File: src/rtl/bilinear_pkg.sv
// Shared widths, weight unit and complement-weight helper for the bilinear interpolator.
package bilinear_pkg;

   localparam int unsigned DEF_PIX_W  = 8;
   localparam int unsigned DEF_FRAC_W = 6;
   localparam int unsigned ONE        = 1 << DEF_FRAC_W;
   localparam int unsigned HSUM_W     = DEF_PIX_W + DEF_FRAC_W;
   localparam int unsigned ACC_W      = DEF_PIX_W + 2 * DEF_FRAC_W;

   // Weight of the near sample: 2^frac_w - f.
   function automatic int unsigned comp_weight(input int unsigned f, input int unsigned frac_w);
      return (32'd1 << frac_w) - f;
   endfunction

endpackage

File: src/rtl/interp_lerp1d.sv
// One-dimensional linear blend a*(ONE-f) + b*f, registered behind an enable.
module interp_lerp1d
   import bilinear_pkg::*;
#(
   parameter int unsigned DW     = DEF_PIX_W,
   parameter int unsigned FRAC_W = DEF_FRAC_W
) (
   input  logic                 clk,
   input  logic                 rst,
   input  logic                 i_en,
   input  logic [DW-1:0]        i_a,
   input  logic [DW-1:0]        i_b,
   input  logic [FRAC_W-1:0]    i_f,
   output logic [DW+FRAC_W-1:0] o_y
);

   localparam int unsigned OW = DW + FRAC_W;

   logic [FRAC_W:0] w_wc;
   logic [OW-1:0]   w_sum;
   logic [OW-1:0]   r_y;

   assign w_wc = (FRAC_W + 1)'(comp_weight(32'(i_f), FRAC_W));

   // Weights sum to ONE, so the blend never exceeds (2^DW-1)*ONE and fits OW bits.
   assign w_sum = OW'(i_a) * OW'(w_wc) + OW'(i_b) * OW'(i_f);

   always_ff @(posedge clk) begin
      if (rst) begin
         r_y <= '0;
      end else if (i_en) begin
         r_y <= w_sum;
      end
   end

   assign o_y = r_y;

endmodule

File: src/rtl/bilinear_interp.sv
// Four-stage stallable bilinear interpolator with SOF/EOL sideband and frame counter.
// Define BILINEAR_ROUND_EN for round-half-up output instead of truncation.
module bilinear_interp
   import bilinear_pkg::*;
#(
   parameter int unsigned PIX_W  = DEF_PIX_W,
   parameter int unsigned FRAC_W = DEF_FRAC_W
) (
   input  logic              clk,
   input  logic              rst,
   input  logic              s_tvalid,
   output logic              s_tready,
   input  logic [PIX_W-1:0]  s_lu,
   input  logic [PIX_W-1:0]  s_ru,
   input  logic [PIX_W-1:0]  s_ld,
   input  logic [PIX_W-1:0]  s_rd,
   input  logic [FRAC_W-1:0] s_xfrac,
   input  logic [FRAC_W-1:0] s_yfrac,
   input  logic              s_tuser,
   input  logic              s_tlast,
   output logic [PIX_W-1:0]  m_tdata,
   output logic              m_tvalid,
   input  logic              m_tready,
   output logic              m_tuser,
   output logic              m_tlast,
   output logic [15:0]       frame_cnt,
   output logic              busy
);

   localparam int unsigned HW = PIX_W + FRAC_W;
   localparam int unsigned AW = PIX_W + 2 * FRAC_W;

`ifdef BILINEAR_ROUND_EN
   localparam logic [AW-1:0] RND = AW'(1) << (2 * FRAC_W - 1);
`else
   localparam logic [AW-1:0] RND = '0;
`endif

   logic              w_en;
   logic              r_v1, r_v2, r_v3, r_v4;
   logic [PIX_W-1:0]  r_lu1, r_ru1, r_ld1, r_rd1;
   logic [FRAC_W-1:0] r_xf1, r_yf1, r_yf2;
   logic              r_user1, r_user2, r_user3, r_user4;
   logic              r_last1, r_last2, r_last3, r_last4;
   logic [HW-1:0]     w_top, w_bot;
   logic [AW-1:0]     w_acc;
   logic [PIX_W-1:0]  r_data;
   logic [15:0]       r_fcnt;
   logic              r_sof_seen;

   assign w_en     = !r_v4 || m_tready;
   assign s_tready = w_en;

   always_ff @(posedge clk) begin
      if (rst) begin
         r_v1    <= 1'b0;
         r_v2    <= 1'b0;
         r_v3    <= 1'b0;
         r_v4    <= 1'b0;
         r_lu1   <= '0;
         r_ru1   <= '0;
         r_ld1   <= '0;
         r_rd1   <= '0;
         r_xf1   <= '0;
         r_yf1   <= '0;
         r_yf2   <= '0;
         r_user1 <= 1'b0;
         r_user2 <= 1'b0;
         r_user3 <= 1'b0;
         r_user4 <= 1'b0;
         r_last1 <= 1'b0;
         r_last2 <= 1'b0;
         r_last3 <= 1'b0;
         r_last4 <= 1'b0;
         r_data  <= '0;
      end else if (w_en) begin
         r_v1    <= s_tvalid;
         r_lu1   <= s_lu;
         r_ru1   <= s_ru;
         r_ld1   <= s_ld;
         r_rd1   <= s_rd;
         r_xf1   <= s_xfrac;
         r_yf1   <= s_yfrac;
         r_user1 <= s_tuser;
         r_last1 <= s_tlast;
         r_v2    <= r_v1;
         r_yf2   <= r_yf1;
         r_user2 <= r_user1;
         r_last2 <= r_last1;
         r_v3    <= r_v2;
         r_user3 <= r_user2;
         r_last3 <= r_last2;
         r_v4    <= r_v3;
         r_user4 <= r_user3;
         r_last4 <= r_last3;
         r_data  <= PIX_W'((w_acc + RND) >> (2 * FRAC_W));
      end
   end

   interp_lerp1d #(.DW(PIX_W), .FRAC_W(FRAC_W)) u_lerp_top (
      .clk  (clk),
      .rst  (rst),
      .i_en (w_en),
      .i_a  (r_lu1),
      .i_b  (r_ru1),
      .i_f  (r_xf1),
      .o_y  (w_top)
   );

   interp_lerp1d #(.DW(PIX_W), .FRAC_W(FRAC_W)) u_lerp_bot (
      .clk  (clk),
      .rst  (rst),
      .i_en (w_en),
      .i_a  (r_ld1),
      .i_b  (r_rd1),
      .i_f  (r_xf1),
      .o_y  (w_bot)
   );

   interp_lerp1d #(.DW(HW), .FRAC_W(FRAC_W)) u_lerp_vert (
      .clk  (clk),
      .rst  (rst),
      .i_en (w_en),
      .i_a  (w_top),
      .i_b  (w_bot),
      .i_f  (r_yf2),
      .o_y  (w_acc)
   );

   // The first SOF after reset opens a frame; each later SOF closes the previous one.
   always_ff @(posedge clk) begin
      if (rst) begin
         r_fcnt     <= '0;
         r_sof_seen <= 1'b0;
      end else if (r_v4 && m_tready && r_user4) begin
         if (r_sof_seen) begin
            r_fcnt <= r_fcnt + 16'd1;
         end
         r_sof_seen <= 1'b1;
      end
   end

   assign m_tdata   = r_data;
   assign m_tvalid  = r_v4;
   assign m_tuser   = r_user4;
   assign m_tlast   = r_last4;
   assign frame_cnt = r_fcnt;
   assign busy      = r_v1 | r_v2 | r_v3 | r_v4;

endmodule

File: config.mk
export PLATFORM = sky130hd
export DESIGN_NAME = bilinear_interp
export DESIGN_NICKNAME = d
export VERILOG_FILES = /design/src/rtl/bilinear_pkg.sv /design/src/rtl/interp_lerp1d.sv /design/src/rtl/bilinear_interp.sv
export SDC_FILE = /design/constraint.sdc
export NUM_CORES = 1
export LEC_CHECK = 0
export CORE_MARGIN = 2
export CORE_UTILIZATION = 53
export CTS_CLUSTER_DIAMETER = 30
export DETAILED_ROUTE_END_ITERATION = 16
export HOLD_SLACK_MARGIN = 0.12
export PLACE_DENSITY = 0.71
export SLEW_MARGIN = 30
export SYNTH_ARGS = -nofsm -noshare
export SYNTH_HDL_FRONTEND = slang
export SYNTH_SLANG_ARGS = --single-unit
File: constraint.sdc
create_clock -name clk -period 7.7 [get_ports clk]
set_input_delay 1.925 -clock clk [delete_from_list [all_inputs] [get_ports clk]]
set_output_delay 1.925 -clock clk [all_outputs]
set_load 0.005 [all_outputs]
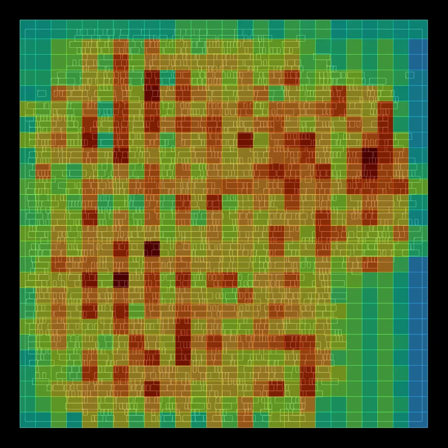
Fig. 1. Congestion heat map (run 1).
met1 layer usage reported by global route: 32.1%
busiest grt layer: met2
met3 usage in global routing: 3.65%

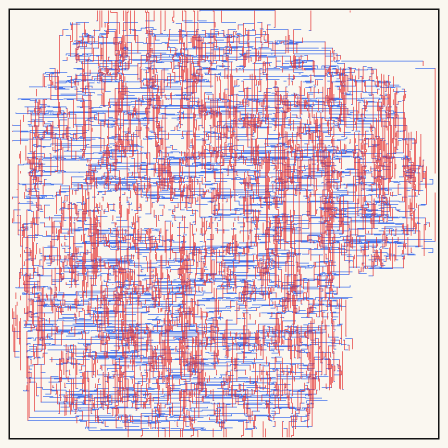
Fig. 2. Metal layers overlaid (run 1).
Only two layers are drawn.
| layer | color | wire length |
|---|---|---|
| M1 | blue | 16,500 um |
| M2 | red | 17,500 um |
Total Wirelength: 36.9 mm
total global routing track utilization: 24.3%

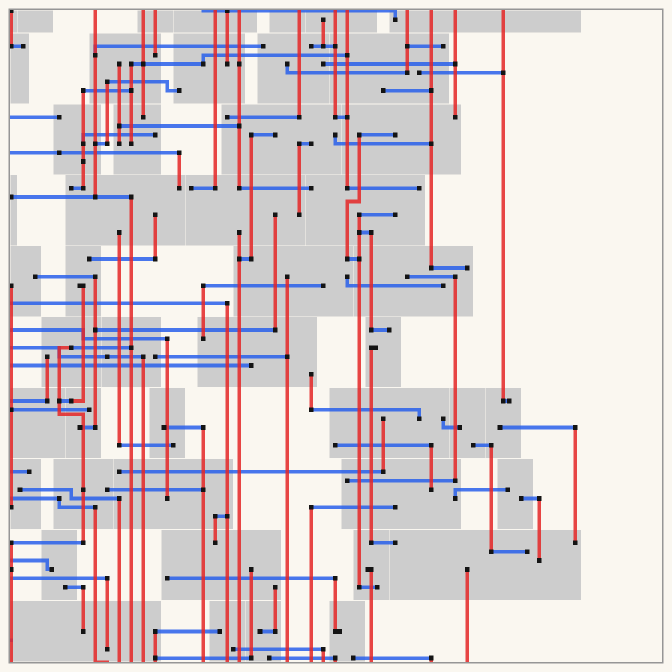
Fig. 3. Layout detail (run 1).
Window x 123 to 148, y 33 to 58 um. Cells in gray, sequential cells in the stronger gray; small squares are vias.
| layer | color |
|---|---|
| M2 | red |
| M1 | blue |
cells with their middle in the window: 36
most frequent: inv_1 (13), ha_1 (13), and2_1 (3)
sequential cells in the window: 0

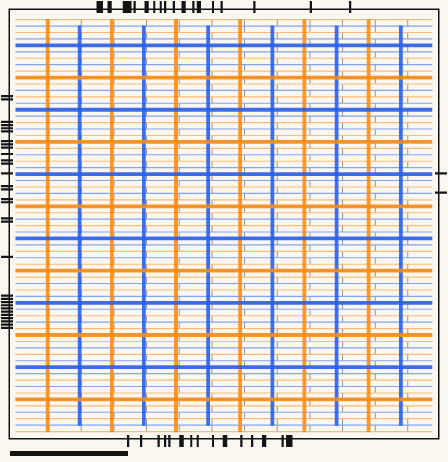
Fig. 4. Floorplan with the power grid (run 1).
The bar under the picture is 50 um long. Pins as bars on the die edge. Tap cells in gray.
| net | color |
|---|---|
| VDD | blue |
| VSS | orange |
tap cells: 396
rows: 64
met5 straps: 12
core outline area: 30,700 um2
VDD IR max: 0.167 mV
chip width: 181 um
floorplan die height: 181 um

==> results.txt, run 1 <==
Item: results of the latest flow run.

- The post-CTS setup repair buffer count is 0.
- The fraction of area in multi-input gates is 66.9%.
- The family with the most delay on the worst path is adder cells.
- The total overflow reported by the global router is 0.
- The analysis attributes to net switching a power of around 1700 uW.
- The library cells used most frequently in the layout, excluding fill and tap cells, are sky130_fd_sc_hd__inv_1 (418), sky130_fd_sc_hd__nand2_1 (375), sky130_fd_sc_hd__fa_1 (287).
- The number of cells on the worst reg-to-reg path is 21.
- The startpoint type of the worst setup path is a flop.
- Per the synthesis report, the XOR/XNOR share of the synthesized area is 2.95%.
- The combinational power is about 2100 uW.
- Summing all flip-flop and latch instances after layout gives 2460 um2.
- The placement summary gives the final routability congestion estimate as between 0.8 and 0.9.
- The design has between 100 and 150 sequential cells.
- The logic depth of the worst setup path including buffers is 21.
- Buffers inserted to repair hold after CTS numbered 0.
- Of the total synthesized cell area, the portion taken by AND, OR, NAND and NOR gates is 19.3%.
- Entering global routing, the biggest net connects 78 pins.
- The synthesis run shows the most used standard cells to be sky130_fd_sc_hd__inv_1 (418), sky130_fd_sc_hd__nand2_1 (375), sky130_fd_sc_hd__fa_1 (287).
- The most numerous logic cell after layout is sky130_fd_sc_hd__inv_1.
- Looking at the critical path, the single cell with the biggest stage delay is sky130_fd_sc_hd__xnor2_1.
- The clock network takes up roughly 3.4% of total cell area after layout.
- Per the OpenROAD power report, leakage power amounts to slightly above 0.009 uW.
- The floorplan net count is 2,427.
- The routed length per instance is approximately 15 um.
- The OpenROAD warning count is 26.
- The worst register-to-register path ends at u_lerp_vert.o_y[18].
- The wire length of the first global-routing pass is around 65 mm.
- Per the timing report, the most critical flop-to-flop path originates at r_yf2[0].
- The post-synthesis adder-cell area fraction is between 40% and 50%.
- The final report gives the standard cell area, fillers excluded, as approximately 18,000 um2.
- The number of inserted filler cells in the final layout is about 2,700.
- The most numerous cell on the critical path is sky130_fd_sc_hd__fa_1.
- The register with the most flip-flops in the layout has 16 of them.
- The kind of path behind the tightest hold check is reg -> reg.
- Traced cell by cell, the critical path runs through buf_4 > nor3_1 > xnor2_1 > and2_1 > fa_1 > inv_1 > fa_1 > inv_1 > fa_1 > fa_1 > inv_1 > fa_1 > inv_1 > ha_1 > a211oi_1 > o21ai_0 > a221oi_2 > nand3_1 > a31oi_2 > xnor2_1 > a22o_1.
- The capture point of the critical path was reported as u_lerp_vert.o_y[18].
- The flow ran to the end, and the final reports show no timing, DRC or antenna violations.
- The clock-pin transition on the worst setup and hold timing paths is 0.08 ns.
- Max-slew check failures listed in the final report amount to 0.
- The most used standard cell by instance count after synthesis is sky130_fd_sc_hd__inv_1.
- After layout, the worst path uses a little under nine tenths of the clock period.
- The fraction of layout instances using a drive strength above 1 is approximately 3%.
- Note, the detailed placer reported a final HPWL of 28.9 mm.
==> inputs of run 2 (changes only) <==
--- a/config.mk
+++ b/config.mk
@@ -9,6 +9,7 @@
 export CORE_UTILIZATION = 53
 export CTS_CLUSTER_DIAMETER = 30
 export DETAILED_ROUTE_END_ITERATION = 16
+export GPL_TIMING_DRIVEN = 0
 export HOLD_SLACK_MARGIN = 0.12
 export PLACE_DENSITY = 0.71
 export SLEW_MARGIN = 30
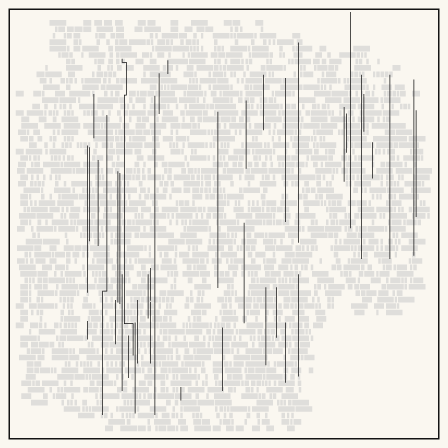
Fig. 5. M4 wires (run 2).
share of all routed wire: 4.3%
main direction: vertical
longest straight run: 135 um
via count: 13,100
Total Wirelength: 42.2 mm

==> run 2 against run 1 <==
  * First-iteration DRC count is 26% higher
  * Clock skew is 0.0083 ns lower
  * Sequential power fell by 1%
  * Combinational power up 3%
  * Synthesized cell count stayed put
  * The run now ends with design-rule violations left
  * Critical path depth up 2
  * Sequential cell count unchanged
  * Worst setup slack worse by 0.65 ns
==> results.txt, run 2 <==
Item: results of the latest flow run.

- The worst setup path is launched from a flop.
- The maximum number of pins on one net before global-route repair is 17.
- The die width is 181 um.
- The global placer's final weighted congestion is 0.894.
- On the worst setup and hold paths after CTS, the clock-pin slew comes to approximately 0.070 ns.
- The most used standard cell by instance count after synthesis is sky130_fd_sc_hd__inv_1.
- The routing usage on met1 is 35.5%.
- The kind of path behind the tightest hold check is reg -> reg.
- Looking at the post-CTS report, the setup buffer insertion count equals 0.
- The final reports fail on design-rule violations.
- The wire length of the first global-routing pass is ~70 mm.
- The startpoint identified for the worst register-to-register timing path is r_yf2[1].
- The xor-xnor portion of the synthesized cell area is 2.95%.
- The routed length per instance is around 17 um.
- The number of cells on the worst reg-to-reg path is 23.
- The most numerous cell on the critical path is sky130_fd_sc_hd__fa_1.
- Leaving out fill and tap cells, the most frequent cells in the layout are sky130_fd_sc_hd__inv_1 (418), sky130_fd_sc_hd__nand2_1 (375), sky130_fd_sc_hd__fa_1 (287).
- Post-route period utilization is reported as between 90% and 100%.
- The OpenROAD warning count is 26.
- The number of inserted filler cells in the final layout is about 2,700.
- The global route stage reports its total congestion overflow as 0.
- After Yosys synthesis, and, or, nand and nor cells account for 19.3% of the synthesized area.
- The height of the die is about 180 um.
- Synthesis produced a netlist with a net count of 2,427.
- In the final layout, multi-input gates take up 66.5% of the cell area.
- The switching power total is roughly 1800 uW.
- For reference, the top cells by count after synthesis are sky130_fd_sc_hd__inv_1 (418), sky130_fd_sc_hd__nand2_1 (375), sky130_fd_sc_hd__fa_1 (287).
- The maximum vdd ir drop is between 0.15 and 0.2 mV.
- The flow ran to the end, but the final reports show violations.
- The termination of the worst setup path is u_lerp_vert.o_y[18].
- The overall routing resource usage is a little over a quarter.
- The register area is roughly 2500 um2.
- The number of flip-flops and latches is 123.
- Summed over all combinational cells, the power is about 2200 uW.
- Per the OpenROAD power report, leakage power amounts to between 0.009 and 0.01 uW.
- In the final layout, the share of cells above drive strength 1 is ~2.5%.
- Per the detail_route report, DRC violations left total 1.
- The logic depth of the worst setup path including buffers is 23.
- The family with the most delay on the worst path is adder cells.
- The clock buffer and inverter area fraction after layout is about 3.2%.
Power and IR drop assume default switching activity.
